clock_nets.png
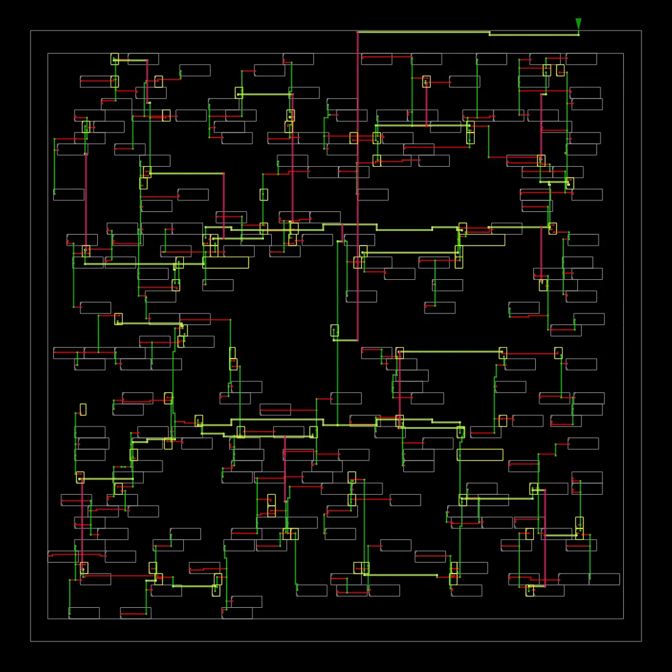
layers.png
(3 px per µm)
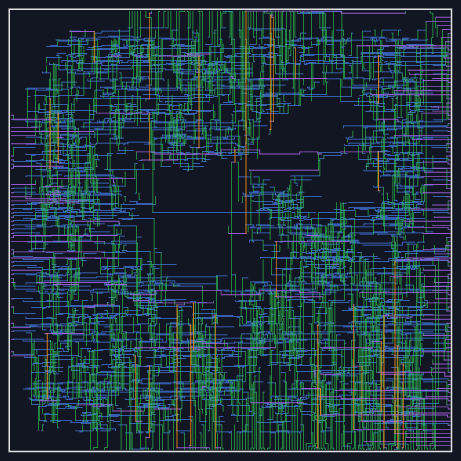
clock_wires.png
(2 px per µm)
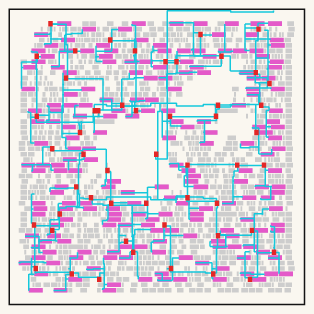
floorplan.png
(2 px per µm) Pins as bars on the die edge.
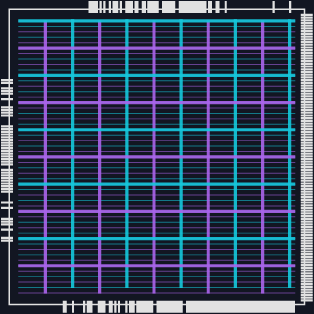
gates.png
(2 px per µm)
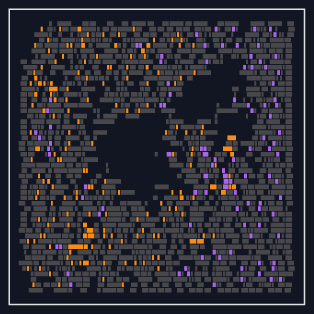
==> config.mk <==
export PLATFORM = sky130hd
export DESIGN_NAME = mc_cpu_seq
export DESIGN_NICKNAME = d
export VERILOG_FILES = /design/src/rtl/mc_cpu_pkg.sv /design/src/rtl/mc_wait_timer.sv /design/src/rtl/mc_cpu_seq.sv
export SDC_FILE = /design/constraint.sdc
export NUM_CORES = 1
export LEC_CHECK = 0
export CORE_MARGIN = 4
export CORE_UTILIZATION = 45
export CTS_BUF_LIST = sky130_fd_sc_hd__clkbuf_2
export DETAILED_ROUTE_END_ITERATION = 6
export PLACE_DENSITY = 0.8
export SYNTH_ARGS = -nofsm -noshare
export SYNTH_HDL_FRONTEND = slang
export SYNTH_SLANG_ARGS = --single-unit
==> constraint.sdc <==
create_clock -name clk -period 2.9 [get_ports clk]
set_clock_uncertainty 0.2 [all_clocks]
set_input_delay 0.58 -clock clk [delete_from_list [all_inputs] [get_ports clk]]
set_output_delay 0.58 -clock clk [all_outputs]
set_load 0.005 [all_outputs]
==> src/rtl/mc_cpu_pkg.sv <==
// Shared definitions for the multi-cycle core sequencer: state encoding,
// default reset vector and the wait-state classification helper.
package mc_cpu_pkg;

    typedef enum logic [2:0] {
        ST_FETCH = 3'd0,
        ST_FWAIT = 3'd1,
        ST_EXEC  = 3'd2,
        ST_MEM   = 3'd3,
        ST_MWAIT = 3'd4,
        ST_WB    = 3'd5,
        ST_HALT  = 3'd6
    } state_e;

    localparam logic [31:0] RESET_PC_DEFAULT = 32'h8000_0000;

    // States that wait on a bus handshake and are therefore timeout-guarded.
    function automatic logic is_wait_state(input state_e s);
        return (s == ST_FETCH) || (s == ST_FWAIT) || (s == ST_MEM) || (s == ST_MWAIT);
    endfunction

endpackage

==> src/rtl/mc_wait_timer.sv <==
// Handshake wait counter: counts stalled cycles in a wait state and flags the
// cycle in which the stall would reach TIMEOUT.
module mc_wait_timer #(
    parameter int TIMEOUT = 255
) (
    input  logic clk,
    input  logic rst,
    input  logic clear,
    input  logic inc,
    output logic expire
);

    localparam int CW = (TIMEOUT < 2) ? 1 : $clog2(TIMEOUT + 1);

    logic [CW-1:0] cnt_q;
    logic [CW-1:0] cnt_d;

    // NOTE: every always_comb output gets a default first, so no latch is inferred.
    always_comb begin
        cnt_d = cnt_q;
        if (clear) begin
            cnt_d = '0;
        end else if (inc) begin
            cnt_d = cnt_q + CW'(1);
        end
    end

    // Fires in the TIMEOUT-th stalled cycle, so the FSM leaves without an extra cycle.
    assign expire = inc && (cnt_q == CW'(TIMEOUT - 1));

    // NOTE: flops use non-blocking assignments so all of them sample pre-edge values.
    always_ff @(posedge clk) begin
        if (!rst) begin
            cnt_q <= '0;
        end else begin
            cnt_q <= cnt_d;
        end
    end

endmodule

==> src/rtl/mc_cpu_seq.sv <==
// Multi-cycle core sequencer: fetch / execute / memory / write-back control,
// handshake timeouts, misalignment halt, and cycle/instret counters.
module mc_cpu_seq
    import mc_cpu_pkg::*;
#(
    parameter int                    DATA_WIDTH = 32,
    parameter logic [DATA_WIDTH-1:0] RESET_PC   = DATA_WIDTH'(RESET_PC_DEFAULT),
    parameter int                    TIMEOUT    = 255,
    parameter int                    CNT_WIDTH  = 64
) (
    input  logic                  clk,
    input  logic                  rst,
    output logic                  ifu_req_valid,
    input  logic                  ifu_req_ready,
    output logic [DATA_WIDTH-1:0] ifu_req_addr,
    input  logic                  ifu_rsp_valid,
    input  logic [DATA_WIDTH-1:0] ifu_rsp_data,
    output logic [DATA_WIDTH-1:0] instr,
    input  logic                  dec_is_load,
    input  logic                  dec_is_store,
    input  logic                  dec_reg_wr,
    input  logic                  dec_halt,
    input  logic [DATA_WIDTH-1:0] next_pc,
    output logic                  lsu_req_valid,
    input  logic                  lsu_req_ready,
    output logic                  lsu_req_wr,
    input  logic                  lsu_rsp_valid,
    output logic [DATA_WIDTH-1:0] pc,
    output logic                  reg_wr_en,
    output logic                  halted,
    output logic                  fault,
    output logic [CNT_WIDTH-1:0]  cycle_cnt,
    output logic [CNT_WIDTH-1:0]  instret_cnt
);

    state_e                state_q, state_d;
    logic [DATA_WIDTH-1:0] pc_q, pc_d;
    logic [DATA_WIDTH-1:0] ir_q, ir_d;
    logic                  fault_q, fault_d;
    logic [CNT_WIDTH-1:0]  cycle_q, cycle_d;
    logic [CNT_WIDTH-1:0]  instret_q, instret_d;

    logic exit_evt;
    logic wait_inc;
    logic wait_clear;
    logic wait_expire;
    logic pc_aligned;

    assign pc_aligned = (next_pc[1:0] == 2'b00);

    // Handshake that ends the current wait state.
    always_comb begin
        exit_evt = 1'b0;
        case (state_q)
            ST_FETCH: exit_evt = ifu_req_ready;
            ST_FWAIT: exit_evt = ifu_rsp_valid;
            ST_MEM:   exit_evt = lsu_req_ready;
            ST_MWAIT: exit_evt = lsu_rsp_valid;
            default:  exit_evt = 1'b0;
        endcase
    end

    assign wait_inc   = is_wait_state(state_q) && !exit_evt;
    assign wait_clear = (state_d != state_q);

    mc_wait_timer #(
        .TIMEOUT (TIMEOUT)
    ) u_wait_timer (
        .clk    (clk),
        .rst    (rst),
        .clear  (wait_clear),
        .inc    (wait_inc),
        .expire (wait_expire)
    );

    always_comb begin
        state_d   = state_q;
        pc_d      = pc_q;
        ir_d      = ir_q;
        fault_d   = fault_q;
        instret_d = instret_q;
        cycle_d   = cycle_q + CNT_WIDTH'(1);
        case (state_q)
            ST_FETCH: if (exit_evt) state_d = ST_FWAIT;
            ST_FWAIT: begin
                if (exit_evt) begin
                    ir_d    = ifu_rsp_data;
                    state_d = ST_EXEC;
                end
            end
            ST_EXEC: begin
                if (dec_halt) begin
                    state_d = ST_HALT;
                end else if (dec_is_load || dec_is_store) begin
                    state_d = ST_MEM;
                end else begin
                    state_d = ST_WB;
                end
            end
            ST_MEM:   if (exit_evt) state_d = ST_MWAIT;
            ST_MWAIT: if (exit_evt) state_d = ST_WB;
            ST_WB: begin
                if (pc_aligned) begin
                    pc_d      = next_pc;
                    instret_d = instret_q + CNT_WIDTH'(1);
                    state_d   = ST_FETCH;
                end else begin
                    fault_d = 1'b1;
                    state_d = ST_HALT;
                end
            end
            ST_HALT: state_d = ST_HALT;
            default: state_d = ST_HALT;
        endcase
        if (wait_expire) begin
            fault_d = 1'b1;
            state_d = ST_HALT;
        end
    end

    always_ff @(posedge clk) begin
        if (!rst) begin
            state_q   <= ST_FETCH;
            pc_q      <= RESET_PC;
            ir_q      <= '0;
            fault_q   <= 1'b0;
            cycle_q   <= '0;
            instret_q <= '0;
        end else begin
            state_q   <= state_d;
            pc_q      <= pc_d;
            ir_q      <= ir_d;
            fault_q   <= fault_d;
            cycle_q   <= cycle_d;
            instret_q <= instret_d;
        end
    end

    // Strobes are gated by rst so nothing is requested while reset is held.
    assign ifu_req_valid = rst && (state_q == ST_FETCH);
    assign lsu_req_valid = rst && (state_q == ST_MEM);
    assign lsu_req_wr    = rst && (state_q == ST_MEM) && dec_is_store;
    assign reg_wr_en     = rst && (state_q == ST_WB) && pc_aligned && dec_reg_wr && !dec_is_store;

    assign ifu_req_addr = pc_q;
    assign pc           = pc_q;
    assign instr        = ir_q;
    assign halted       = (state_q == ST_HALT);
    assign fault        = fault_q;
    assign cycle_cnt    = cycle_q;
    assign instret_cnt  = instret_q;

endmodule

==> results.txt <==
The flow completed. The H-tree generated during clock tree synthesis spans 2 levels. The commonest register cell is dfxtp_1. Post-detailed-route via-to-cell ratio landed at 5.10. The synthesized design spends more area on one cell type than any other, namely dfxtp_1. The worst setup path is launched from a flip-flop. Share of Yosys cell area claimed by the top area cell type landed at 47.0%.

The number of global-route vias before repair is 8115. The flow ran to the end, and the final reports show no timing, DRC or antenna violations. Looking at hold timing, the worst path starts from next_pc[6]. Hold-check failures listed in the final report amount to 0. Initial antenna violation count landed at 4. Chip area landed at 21600 µm². Fraction of the yosys area taken by sequential cells landed at 47.0%. Flip-flop and latch count after synthesis landed at 204. Combined flip-flop and latch cell area landed at 4090 µm². Post-synthesis instance area landed at 8680 µm². Per report_power, the sequential group accounts for 53.8% of the total. The report puts the hold buffer count at CTS at 0. Peak supply drop landed at 0.280 mV.

Total congestion overflow after global routing landed at 0. Post-route cell area landed at 12500 µm².
-- clock_nets.png (at the start) --
clk_buf instances: 75
total CTS buffers: 52
power drawn by the clock network: 2050 µW

-- layers.png (at the start) --
Purple shows M3, wire length 1990 µm. Orange shows M4, wire length 843 µm. Green shows M2, wire length 12400 µm. Blue shows M1, wire length 10500 µm.
Tot GR Track Use: 22.9%
vias: 8460
per-cell routed wire length: 15.5 µm

-- clock_wires.png (at the start) --
Red shows clock-net drivers, count 52. Cyan shows clock wires, length 2800 µm. Magenta shows flip-flops, count 204.
Position of the flops: spread over the die. There are 53 routed clock nets.

-- floorplan.png (at the start) --
Purple shows VSS. Cyan shows VDD.
The core has 50 rows. 10 straps on met4. 51 met1 rails follow the rows. 10 straps on met5. 304 signal pins sit on the boundary.

-- gates.png (at the start) --
Orange shows nor cells, cells 172. Purple shows aoi and oai cells, cells 102, where spread over the die.
fraction of area in multi-input gates: 33.5%
final cell count without fillers: 1660
most frequently placed logic cell in the final layout: clkdlybuf4s50_1

## layout make-up
class | instances | share of cell area [%]
Timing Repair Buffer | 347 | 26.9
Clock inverter | 7 | 0.841
Inverter | 9 | 0.310
Antenna cell | 4 | 0.0801
Clock buffer | 75 | 3.00
Tap cell | 260 | 2.60
Sequential cell | 204 | 32.7
Multi-Input combinational cell | 754 | 33.5
## metal layers
layer	share of wire (%)	wire, µm	vias up	global-route usage (%)
met1	41	10500	3961	27.1
met3	7.7	1990	62	7.62
li1	-	-	4137	-
met4	3.3	843	0	10.3
met2	48	12400	300	38.0
met5	0	0	-	0
## metrics by stage
stage	utilization [%]	total power, µW	setup TNS (ns)
finish	66.4	5330	0
detailed placement	63.4	3330	-9.72
global route	66.4	5620	-0.0141
global placement	63.4	3320	-7.76
CTS	66.2	5400	0
floorplan	-	3100	0
## flip-flops by register name, summed over array words and instances (netlist names)
signal and count:
state_q 3, fault 1, instret_cnt 64, instr 32
u_wait_timer.cnt_q 8, cycle_cnt 64, ifu_req_addr 32
## worst register-to-register path, stage by stage, from the launching register on
cell and delay, ns:
dfxtp_1 0.42, ha_1 0.24, nand4_1 0.24, nor3_1 0.56, and3_1 0.24, buf_4 0.22, nand4_1 0.15, xnor2_1 0.14
and2_1 0.15
## synth_stat cells, types with 2 or more instances
cell type,number
buf_4,32
nand2_1,181
nor3_1,11
a21oi_1,79
or3_1,13
clkbuf_1,42
nor4_1,12
nor3_2,2
nor2_1,140
mux2i_1,2
nand3_1,56
nand2b_1,4
dfxtp_1,204
inv_1,8
a211oi_1,3
o21a_1,2
and4_1,18
and2_1,12
nor3b_1,2
nor2b_1,2
nand4_1,34
o21ai_0,15
and3_1,25
xor2_1,82
or2_2,3
buf_2,2
xnor2_1,37
ha_1,4
## logic make-up (layout without fill, tap and decap cells)
family | count (synthesis) | in the layout | share of synthesized area [%]
AND/OR/NAND/NOR | 524 | 524 | 28.7
flip-flops | 204 | 204 | 47.0
XOR/XNOR | 119 | 119 | 12.0
AND-OR/OR-AND | 105 | 105 | 6.38
buffers and inverters | 86 | 438 | 5.13
adder cells (fa/ha/maj) | 4 | 4 | 0.576
multiplexers | 2 | 2 | 0.231
other | 0 | 4 | 0
## timing repair
| item | 4_1_cts | 5_1_grt |
|---|---|---|
| gates resized | 18 | 2 |
| buffers inserted | 3 | 1 |
| pin swaps | 0 | 1 |
| endpoints found under the setup margin | 5 | 2 |
## power groups by stage
stage / clock (µW) / combinational (µW) / sequential [µW]
2_1_floorplan: 0 / 163 / 2930
3_3_place_gp: 0 / 393 / 2930
3_5_place_dp: 0 / 396 / 2930
4_1_cts: 2120 / 414 / 2870
5_1_grt: 2290 / 450 / 2880
6_report: 2050 / 415 / 2870
## final timing paths
| check | end | slack (ns) |
|---|---|---|
| setup reg to reg | cycle_cnt[58] | 0.27 |
| hold reg to reg | instr[7] | 0.26 |
| setup / recovery | lsu_req_wr | 0.18 |
| hold / removal | ifu_req_addr[6] | 0.12 |
Power is estimated from default activity; no workload was simulated.
